Figure 1. Clock wiring as the flow saved it (run 1).
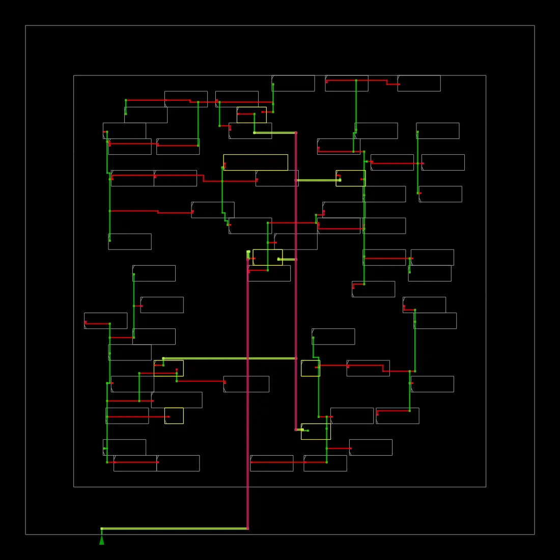
Figure 2. Logic cells by family (run 1).
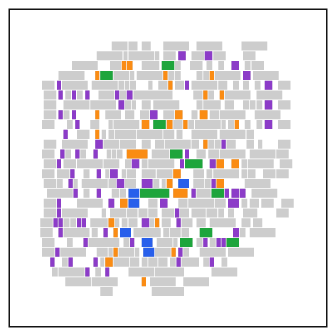
Figure 3. Cell classes on the final placement (run 1).
The bar under the picture is 20 um long. Fill, decap, tap and diode cells in grey.
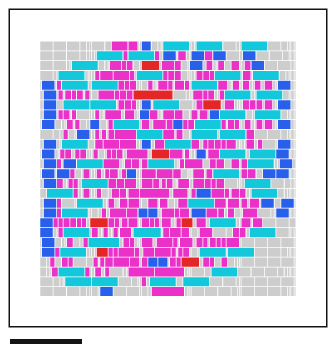
**src/rtl/div8b.sv**
```systemverilog
// Multi-cycle unsigned restoring divider for the 8085 ALU datapath.
// One quotient bit per clock behind a start/busy/done handshake.
module div8b #(
  parameter int DATASIZE = 8
) (
  input  logic                iClk,
  input  logic                iRstN,
  input  logic                iStart,
  input  logic [DATASIZE-1:0] iA,
  input  logic [DATASIZE-1:0] iB,
  output logic [DATASIZE-1:0] oQ,
  output logic [DATASIZE-1:0] oR,
  output logic                oBusy,
  output logic                oDone,
  output logic                oDivZ
);

  localparam int CNTW = $clog2(DATASIZE);

  typedef enum logic [1:0] {IDLE, LOAD, ITER, DONE} state_t;

  state_t state;
  state_t state_nxt;

  logic [DATASIZE-1:0] a_reg;
  logic [DATASIZE-1:0] b_reg;
  logic [DATASIZE-1:0] quo;
  logic [DATASIZE-1:0] rem;
  logic [CNTW-1:0]     cnt;

  logic                accept;
  logic                last_iter;
  logic                trial_ok;
  logic [DATASIZE:0]   shifted;
  logic [DATASIZE:0]   trial;
  logic [DATASIZE-1:0] rem_nxt;
  logic [DATASIZE-1:0] quo_nxt;

  assign accept    = ((state == IDLE) || (state == DONE)) && iStart;
  assign last_iter = (cnt == '0);

  // The partial remainder never exceeds the divisor after a step, so only
  // the trial subtraction needs the extra borrow bit.
  assign shifted  = {1'b0, rem, quo[DATASIZE-1]};
  assign trial    = shifted - {1'b0, b_reg};
  assign trial_ok = ~trial[DATASIZE];
  assign rem_nxt  = trial_ok ? trial[DATASIZE-1:0] : shifted[DATASIZE-1:0];
  assign quo_nxt  = {quo[DATASIZE-2:0], trial_ok};

  always_ff @(posedge iClk) begin
    if (!iRstN) begin
      state <= IDLE;
    end else begin
      state <= state_nxt;
    end
  end

  always_comb begin
    state_nxt = state;
    case (state)
      IDLE:    if (iStart) state_nxt = LOAD;
      LOAD:    state_nxt = (b_reg == '0) ? DONE : ITER;
      ITER:    if (last_iter) state_nxt = DONE;
      DONE:    state_nxt = iStart ? LOAD : IDLE;
      default: state_nxt = IDLE;
    endcase
  end

  always_comb begin
    oBusy = 1'b0;
    oDone = 1'b0;
    case (state)
      LOAD, ITER: oBusy = 1'b1;
      DONE:       oDone = 1'b1;
      default:    ;
    endcase
  end

  // Result registers only change on the edge that enters DONE, so they
  // hold the previous answer for the whole of the next operation.
  always_ff @(posedge iClk) begin
    if (!iRstN) begin
      a_reg <= '0;
      b_reg <= '0;
      quo   <= '0;
      rem   <= '0;
      cnt   <= '0;
      oQ    <= '0;
      oR    <= '0;
      oDivZ <= 1'b0;
    end else begin
      if (accept) begin
        a_reg <= iA;
        b_reg <= iB;
      end
      case (state)
        LOAD: begin
          if (b_reg == '0) begin
            oQ    <= '1;
            oR    <= a_reg;
            oDivZ <= 1'b1;
          end else begin
            rem <= '0;
            quo <= a_reg;
            cnt <= CNTW'(DATASIZE - 1);
          end
        end
        ITER: begin
          rem <= rem_nxt;
          quo <= quo_nxt;
          if (last_iter) begin
            oQ    <= quo_nxt;
            oR    <= rem_nxt;
            oDivZ <= 1'b0;
          end else begin
            cnt <= cnt - 1'b1;
          end
        end
        default: ;
      endcase
    end
  end

endmodule

```
**config.mk**
```make
export PLATFORM = sky130hd
export DESIGN_NAME = div8b
export DESIGN_NICKNAME = d
export VERILOG_FILES = /design/src/rtl/div8b.sv
export SDC_FILE = /design/constraint.sdc
export NUM_CORES = 1
export LEC_CHECK = 0
export CORE_MARGIN = 8
export CORE_UTILIZATION = 54
export DETAILED_ROUTE_END_ITERATION = 16
export HOLD_SLACK_MARGIN = 0.1
export PLACE_DENSITY = 0.86
export SETUP_SLACK_MARGIN = 0.4
export SYNTH_ARGS = -nofsm -noshare
export SYNTH_HDL_FRONTEND = slang
export SYNTH_SLANG_ARGS = --single-unit
export TNS_END_PERCENT = 50
```
**constraint.sdc**
```tcl
create_clock -name iClk -period 2.6 [get_ports iClk]
set_input_delay 0.39 -clock iClk [delete_from_list [all_inputs] [get_ports iClk]]
set_output_delay 0.39 -clock iClk [all_outputs]
set_load 0.02 [all_outputs]
```
==> run summary, run 1 <==
Flow results follow.

By count the netlist is led by 54 x sky130_fd_sc_hd__dfxtp_1, 49 x sky130_fd_sc_hd__nand2_1, 36 x sky130_fd_sc_hd__a21oi_1. The top cell types in the final layout, fill and taps aside, are 52 x sky130_fd_sc_hd__dfxtp_1, 49 x sky130_fd_sc_hd__nand2_1, 37 x sky130_fd_sc_hd__clkdlybuf4s50_1, 35 x sky130_fd_sc_hd__a21oi_1, 26 x sky130_fd_sc_hd__o21ai_0. Per STA, the worst path accumulates the most delay in the family adder cells. Looking at the hold checks, the worst path lands on a_reg[0].

The flow ran to the end, and the final reports show no timing, DRC or antenna violations. The count of TritonRoute iterations in the first routing pass is 4. Per STA, the highest per-stage delay on the worst path measures 0.36 ns. The flow reports an fmax of 428 MHz. Relative to the synthesized area, the layout overhead comes to 24.4%. The via count of the first global-routing pass came to 2461. The signal arrival time at the worst endpoint is 2.54 ns. In this run the remaining antenna-violating nets after routing total 0. The total cell area reported by yosys after synthesis is 2760 um2.

The share of the yosys chip area belonging to registers is 39.2%. The launch point of the worst min-delay path is recorded as a_reg[0]. The synthesis stats list as the most numerous cell sky130_fd_sc_hd__dfxtp_1. Per the synthesis report, the number of distinct cell types is 49.

The H-tree was split into 2 levels. For this run the detailed placement stage logged an HPWL of 4850 um. Before placement the cells fill 55.0% of the core.

The startpoint of the most critical setup path is quo[7]. The I/O pin count is 38. The critical path class is flop to flop. The total routing usage reported by global routing is 18.6%. The TritonCTS clock tree is done. The number of buffers on the longest clock path is 2. Dividing the synthesized area by the synthesized cell count gives 8.11 um2. The net count of the finished layout is 415. The class of the tightest hold or removal check is flop to flop. After detailed routing, the number of vias per cell comes to 5.60.

The global-route wire length before repair is 11300 um. The flow reported a cell area power density of 1400 nW/um2. In the hold timing report, the worst path depth is 2. The number of clock sinks is 54. The cell area that synthesis handed to floorplanning was 2760 um2.

Summing over the stages, the warning tally comes to 33. The count of flip-flops with a built-in enable after synthesis is 0. Per the synthesis report, the dominant area consumer among library cells is sky130_fd_sc_hd__dfxtp_1. The DRC violation count after routing is 0. Per the final layout report, the fraction of cells sized above drive strength 1 comes to 10.5%. The critical path crosses 11 cells after its start point.

The static leakage is 0.00129 uW. Wires add up to 6770 um. The standard cell with the maximum stage delay on the critical path is sky130_fd_sc_hd__fa_2.

For reference, the final report shows the hold violation count at 0. The worst setup path endpoint is oR[7]. Walking the worst path, the cells encountered are inv_2, ha_4, inv_2, fa_2, a211oi_4, nor3_4, mux2i_4, nor2_4, buf_6, mux2i_2, a31oi_1. The final timing report lists a max-slew violation count of 0. The worst-path maximum fanout is 8. Port buffering added 37 buffers. After synthesis the netlist holds a flip-flop and latch count of 54. After filler insertion, the fill cell instance count of the layout stands at 448. The die boundary height is 87.5 um. The share of synthesized registers carrying an async set or reset is 0%.

The clock transition time at the flip-flop clock pins of the worst setup and hold paths is 0.10 ns. The main area contributors are sky130_fd_sc_hd__dfxtp_1 39%, sky130_fd_sc_hd__nand2_1 6.7%, sky130_fd_sc_hd__a21oi_1 6.5%. Per the finish-stage timing summary, setup violations number 0. For the worst-skew pair, the clock arrives at the later sink with an insertion delay of 0.32 ns. The worst vdd rail ir drop is 0.662 mV.

Per the detail_route report, routed wire per instance is 15.0 um.
Back to the opening pictures, Figure 1:
number of buffers inserted during clock tree synthesis: 5
total number of sequential cells: 54
CLK BUF: 5
clock skew after layout: 0.0130 ns

Back to the opening pictures, Figure 2:
Key: green = multiplexers [cells 10]; orange = NOR gates [cells 32]; purple = NAND gates [cells 72]; blue = XOR/XNOR gates [cells 6]
most used logic cell in the final layout: sky130_fd_sc_hd__dfxtp_1
final cell count without fillers: 452
logic share of the area: 45.6%

Back to the opening pictures, Figure 3:
Key: blue = other buffers and delay cells [cells 52]; red = clock drivers and dummy loads [cells 8]; cyan = flops [cells 54]; magenta = combinational and other logic [cells 268]
final standard cell area without fillers: 3430 um2
total core area: 5010 um2
total number of placement rows: 26
final core occ: 68.5%

==> run 1: repair_timing <==
action	in CTS	in global routing
setup buffers	5	2
pin swaps	5	13
gates resized	10	10
cloned	1	0
endpoints found under the setup margin	19	19
==> run 1: cell type report <==
cell class	count	area [um2]	area share (%)
tap	70	87.6	2.55
clock inverter	3	47.5	1.39
sequential	54	1090	31.7
multi-input combinational	245	1560	45.6
timing repair buffer	52	490	14.3
inverter	23	86.3	2.52
clock buffer	5	68.8	2.01
==> run 1: routing by layer <==
layer | up-vias | share of wire, % | GRT usage [%]
met2 | 101 | 47 | 30.4
met5 | - | 0 | 0
met3 | 13 | 8.1 | 4.06
met4 | 0 | 2.3 | 7.97
li1 | 1266 | - | -
met1 | 1153 | 43 | 22.9
==> run 1: power breakdown <==
part,switching (uW),total [uW],internal [uW]
sequential,175,1260,1090
clock,292,584,292
combinational,1650,2960,1310
total,2120,4800,2690
==> run 1: through the flow <==
step                      hold WS [ns]  std cells  setup WS (ns)
final                            0.458        452          0.266
after global routing             0.478        452          0.203
after CTS                        0.463        450          0.303
after detailed placement         0.449        436          0.120
after global placement           0.443        436          0.232
after floorplan                  0.432        340          0.388
==> run 1: kinds of logic (layout without fill, tap and decap cells) <==
group                      count (synthesis)  after routing  share of synthesized area, %
AOI/OAI and AO/OA                        106            106                          23.7
xor gates and xnor gates                   6              6                          1.91
adders and majority gates                 15             15                          7.08
buffers and inverters                     42             83                          5.94
DFF                                       54             54                          39.2
muxes                                     10             10                          3.77
and+or+nand+nor                          107            108                          18.4
==> inputs of run 2 (changes only) <==
Settings changed: CAP_MARGIN set to 20, SLEW_MARGIN set to 20.
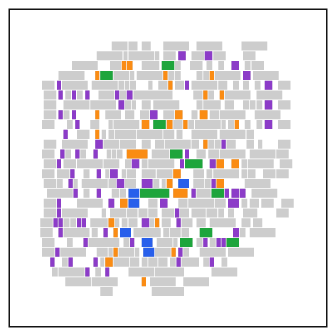
Figure 4: run 2, logic cells by family.
Key: purple = NAND gates [cells 72]; orange = NOR gates [cells 32]; green = multiplexers [cells 10]; blue = XOR/XNOR gates [cells 6]

==> run 2 against run 1 <==
  * Via count is the same
  * Sequential power is essentially flat
  * Sequential share of layout area is the same
  * Global-route usage is the same
==> run summary, run 2 <==
Flow results follow.

The dominant cell type by area after synthesis is sky130_fd_sc_hd__dfxtp_1 (unchanged). The most frequent logic cell in the layout is sky130_fd_sc_hd__dfxtp_1 (unchanged). Unrepaired setup endpoints after global routing: true (unchanged). The depth of the CTS H-tree is 2 (unchanged). The routed via count divided by cell count came to 5.60 (unchanged).

The global-route wire length before repair came to 11300 um (unchanged). Leading post-synthesis cells by instance count: 54 x sky130_fd_sc_hd__dfxtp_1, 49 x sky130_fd_sc_hd__nand2_1, 36 x sky130_fd_sc_hd__a21oi_1 (unchanged). The overall via count from detail_route was 2533 (unchanged). The total of warnings raised by yosys is 0 (unchanged).

The number of OpenROAD warnings is 33 (unchanged). The post-synthesis cell type count is 49 (unchanged). The worst setup slack after layout came to 0.266 ns (unchanged). The portion of total power attributed to combinational logic was 61.6% (about the same). The total net switching power is 2120 uW (unchanged). The clock skew was 0.0130 ns (unchanged). The utilization after layout was 68.5% (unchanged).

The pin count of the biggest net entering global routing is 38 (unchanged). The weighted congestion at the end of routability-driven global placement is 0.883 (unchanged). The share of the yosys chip area belonging to registers is 39.2% (unchanged). The final total power is 4800 uW (unchanged). The number of antenna violations at the first check in global routing came to 0 (unchanged). The mean routed wirelength per cell came to 15.0 um (unchanged). The number of stages on the worst hold path is 2 (unchanged). The overall routed net length is 6770 um (unchanged). The final clock period utilization by the worst path came to 89.8% (unchanged).

The worst min-delay path startpoint is a_reg[0] (unchanged). The total of flip-flops plus latches after synthesis was 54 (unchanged). The HPWL after detailed placement is 4850 um (unchanged). The row count came to 26 (unchanged). The number of cells in the yosys synthesis report is 340 (unchanged).

The number of setup violations in the final report is 0 (unchanged). The final-report hold violation count is 0 (unchanged). The worst slack at placement was 0.120 ns (unchanged). The number of buffers added for setup after CTS came to 5 (unchanged). The number of buffers created by CTS came to 5 (unchanged).

The placeable core region is 5010 um2 (unchanged). The fraction of synthesized cell area taken by the top area cell type is 39.2% (unchanged). The startpoint of the most critical setup path is quo[7] (unchanged). The accumulated negative setup slack is 0 ns (unchanged).

The post-synthesis cell area was 2760 um2 (unchanged). The count of TritonRoute iterations in the first routing pass is 4 (unchanged). The most frequent cell after synthesis is sky130_fd_sc_hd__dfxtp_1 (unchanged). The DRC violation count after routing is 0 (unchanged). The placed instance area is 3200 um2 (unchanged). The fraction of synthesized cell area in xor and xnor cells is 1.91% (unchanged). The clock transition time at the flip-flop clock pins of the worst setup and hold paths is 0.10 ns (about the same). The total power density per cell area came to 1400 nW/um2 (unchanged). The slew at the pin with the worst max-slew slack was 0.547 ns (unchanged). The most instantiated flip-flop cell in the synthesis netlist is sky130_fd_sc_hd__dfxtp_1 (unchanged). The required time at the endpoint of the critical path is 2.80 ns (about the same).

The remaining antenna violation count after routing is 0 (unchanged). The final instance area is 3430 um2 (unchanged). The total routing usage reported by global routing is 18.6% (unchanged). The layout overhead on the synthesized area was 24.4% (unchanged). The via count of the first global-routing pass is 2461 (unchanged). The number of buffers inserted by hold repair at cts is 0 (unchanged). The total cell area reported by yosys after synthesis is 2760 um2 (unchanged).

The post-synthesis net count is 374 (unchanged). The number of buffers on the longest clock path is 2 (unchanged). Top post-synthesis cells by area: sky130_fd_sc_hd__dfxtp_1 39%, sky130_fd_sc_hd__nand2_1 6.7%, sky130_fd_sc_hd__a21oi_1 6.5% (unchanged).

The share of synthesized registers carrying an async set or reset is 0% (unchanged). The filler cell count in the final layout was 448 (unchanged). The portion of total power attributed to sequential cells is 26.2% (about the same). The total overflow reported by the global router is 0 (unchanged). The die outline area came to 7650 um2 (unchanged). Most numerous logic cells after layout: 52 x sky130_fd_sc_hd__dfxtp_1, 49 x sky130_fd_sc_hd__nand2_1, 37 x sky130_fd_sc_hd__clkdlybuf4s50_1, 35 x sky130_fd_sc_hd__a21oi_1, 26 x sky130_fd_sc_hd__o21ai_0 (unchanged).

The violation count after the first detailed-routing iteration came to 236 (unchanged). The main kind of combinational logic by area was AND-OR/OR-AND gates (unchanged). The class of the tightest hold or removal check was flop to flop (unchanged). The TritonCTS clock tree is done (unchanged).

The relative contribution of the clock network to total power is 12.2% (about the same). The number of instances in the synthesized netlist is 340 (unchanged). The clock root buffer master is sky130_fd_sc_hd__clkbuf_8 (unchanged). The maximum achievable frequency was 428 MHz (unchanged). The signal arrival time at the worst endpoint was 2.54 ns (about the same).

The worst-path maximum fanout came to 8 (unchanged). The terminating pin of the worst hold path is a_reg[0] (unchanged). The kind of start point of the critical path is a flop (unchanged). The mean area per synthesized cell is 8.11 um2 (unchanged).

The worst setup path endpoint is oR[7] (unchanged). The quantity of I/O buffers inserted on ports is 37 (unchanged). The internal power component is 2690 uW (unchanged). The worst vdd rail ir drop is 0.662 mV (unchanged).

The post-layout instance count excluding filler cells is 452 (unchanged). The count of placed standard cells including taps is 436 (unchanged). The area fraction in compound gates was 23.7% (unchanged).

The worst slew slack as a fraction of its limit is 63.2% (unchanged). The mux cell area share after synthesis is 3.77% (unchanged). The static leakage is 0.00129 uW (unchanged). The reg-to-reg critical path endpoint is oR[7] (unchanged). The worst hold margin is 0.458 ns (unchanged). The I/O pin count was 38 (unchanged). The count of flip-flops with a built-in enable after synthesis is 0 (unchanged). The number of slew-limit violations in the final report was 0 (unchanged). Result of the run: complete, no violations (unchanged). The post-cts sizing count is 10 (unchanged).

The critical path class is flop to flop (unchanged). The effective utilization at floorplan is 55.0% (unchanged). The horizontal die dimension was 87.5 um (unchanged). The arithmetic-cell share of the synthesized area counting full adders, half adders and majority gates was 7.08% (unchanged). The tally of max-capacitance violations is 0 (unchanged). The shortest clock period the worst path allows after layout was 2.33 ns (unchanged).

The net switching fraction of the power is 44.1% (unchanged). The setup slack of the most critical reg-to-reg path was 0.27 ns (about the same). The basic-gate share of the synthesized area counting and, or, nand and nor cells is 18.4% (unchanged). The proportion of layout cells with a drive suffix above 1 is 10.5% (unchanged). The die boundary height is 87.5 um (unchanged). The net count of the finished layout is 415 (unchanged).

The start of the worst register-to-register path is quo[7] (unchanged).
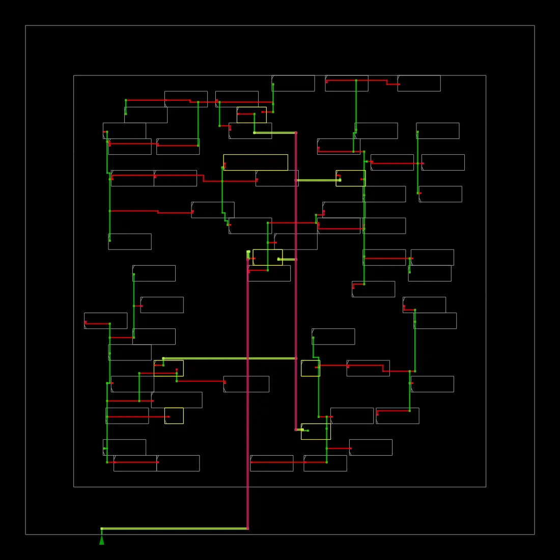
Figure 5: run 2, clock wiring as the flow saved it.
Clock group: 584 uW
clock latency on the worst-skew pair: 0.32 ns
total number of clock tree sinks: 54

## run 2: per-layer routing
layer  global-route usage, %  part of all wire, %  vias to the layer above
met5                       0                    0                        -
met4                    7.97                  2.3                        0
met3                    4.06                  8.1                       13
met2                    30.4                   47                      101
met1                    22.9                   43                     1153
li1                        -                    -                     1266
## run 2: critical path, cell delays in order, from the launching register on
cell                       delay (ns)
sky130_fd_sc_hd__dfxtp_2         0.33
sky130_fd_sc_hd__inv_2           0.06
sky130_fd_sc_hd__ha_4            0.13
sky130_fd_sc_hd__inv_2           0.04
sky130_fd_sc_hd__fa_2            0.36
sky130_fd_sc_hd__a211oi_4        0.34
sky130_fd_sc_hd__nor3_4          0.09
sky130_fd_sc_hd__mux2i_4         0.25
sky130_fd_sc_hd__nor2_4          0.16
sky130_fd_sc_hd__buf_6           0.13
sky130_fd_sc_hd__mux2i_2         0.23
sky130_fd_sc_hd__a31oi_1         0.11
## run 2: layout make-up
class	count	area, um2	share of cell area (%)
multi-input cells	245	1560	45.6
flip-flops and latches	54	1090	31.7
repair buffers	52	490	14.3
well taps	70	87.6	2.55
inverters	23	86.3	2.52
clock buffers	5	68.8	2.01
clock inverters	3	47.5	1.39
## run 2: power by group through the flow
stage | clock [uW] | sequential [uW] | combinational, uW
floorplan | 0 | 1350 | 1820
global placement | 0 | 1260 | 2530
detailed placement | 0 | 1270 | 2590
CTS | 594 | 1260 | 2820
global route | 628 | 1290 | 3230
finish | 584 | 1260 | 2960
## run 2: cells by family after synthesis
| group | count (synthesis) |
|---|---|
| muxes | 10 |
| AOI/OAI and AO/OA | 106 |
| adders and majority gates | 15 |
| buffers and inverters | 42 |
| and+or+nand+nor | 107 |
| DFF | 54 |
| xor gates and xnor gates | 6 |
Power figures rest on the tool's default switching activity, not on a simulated workload.
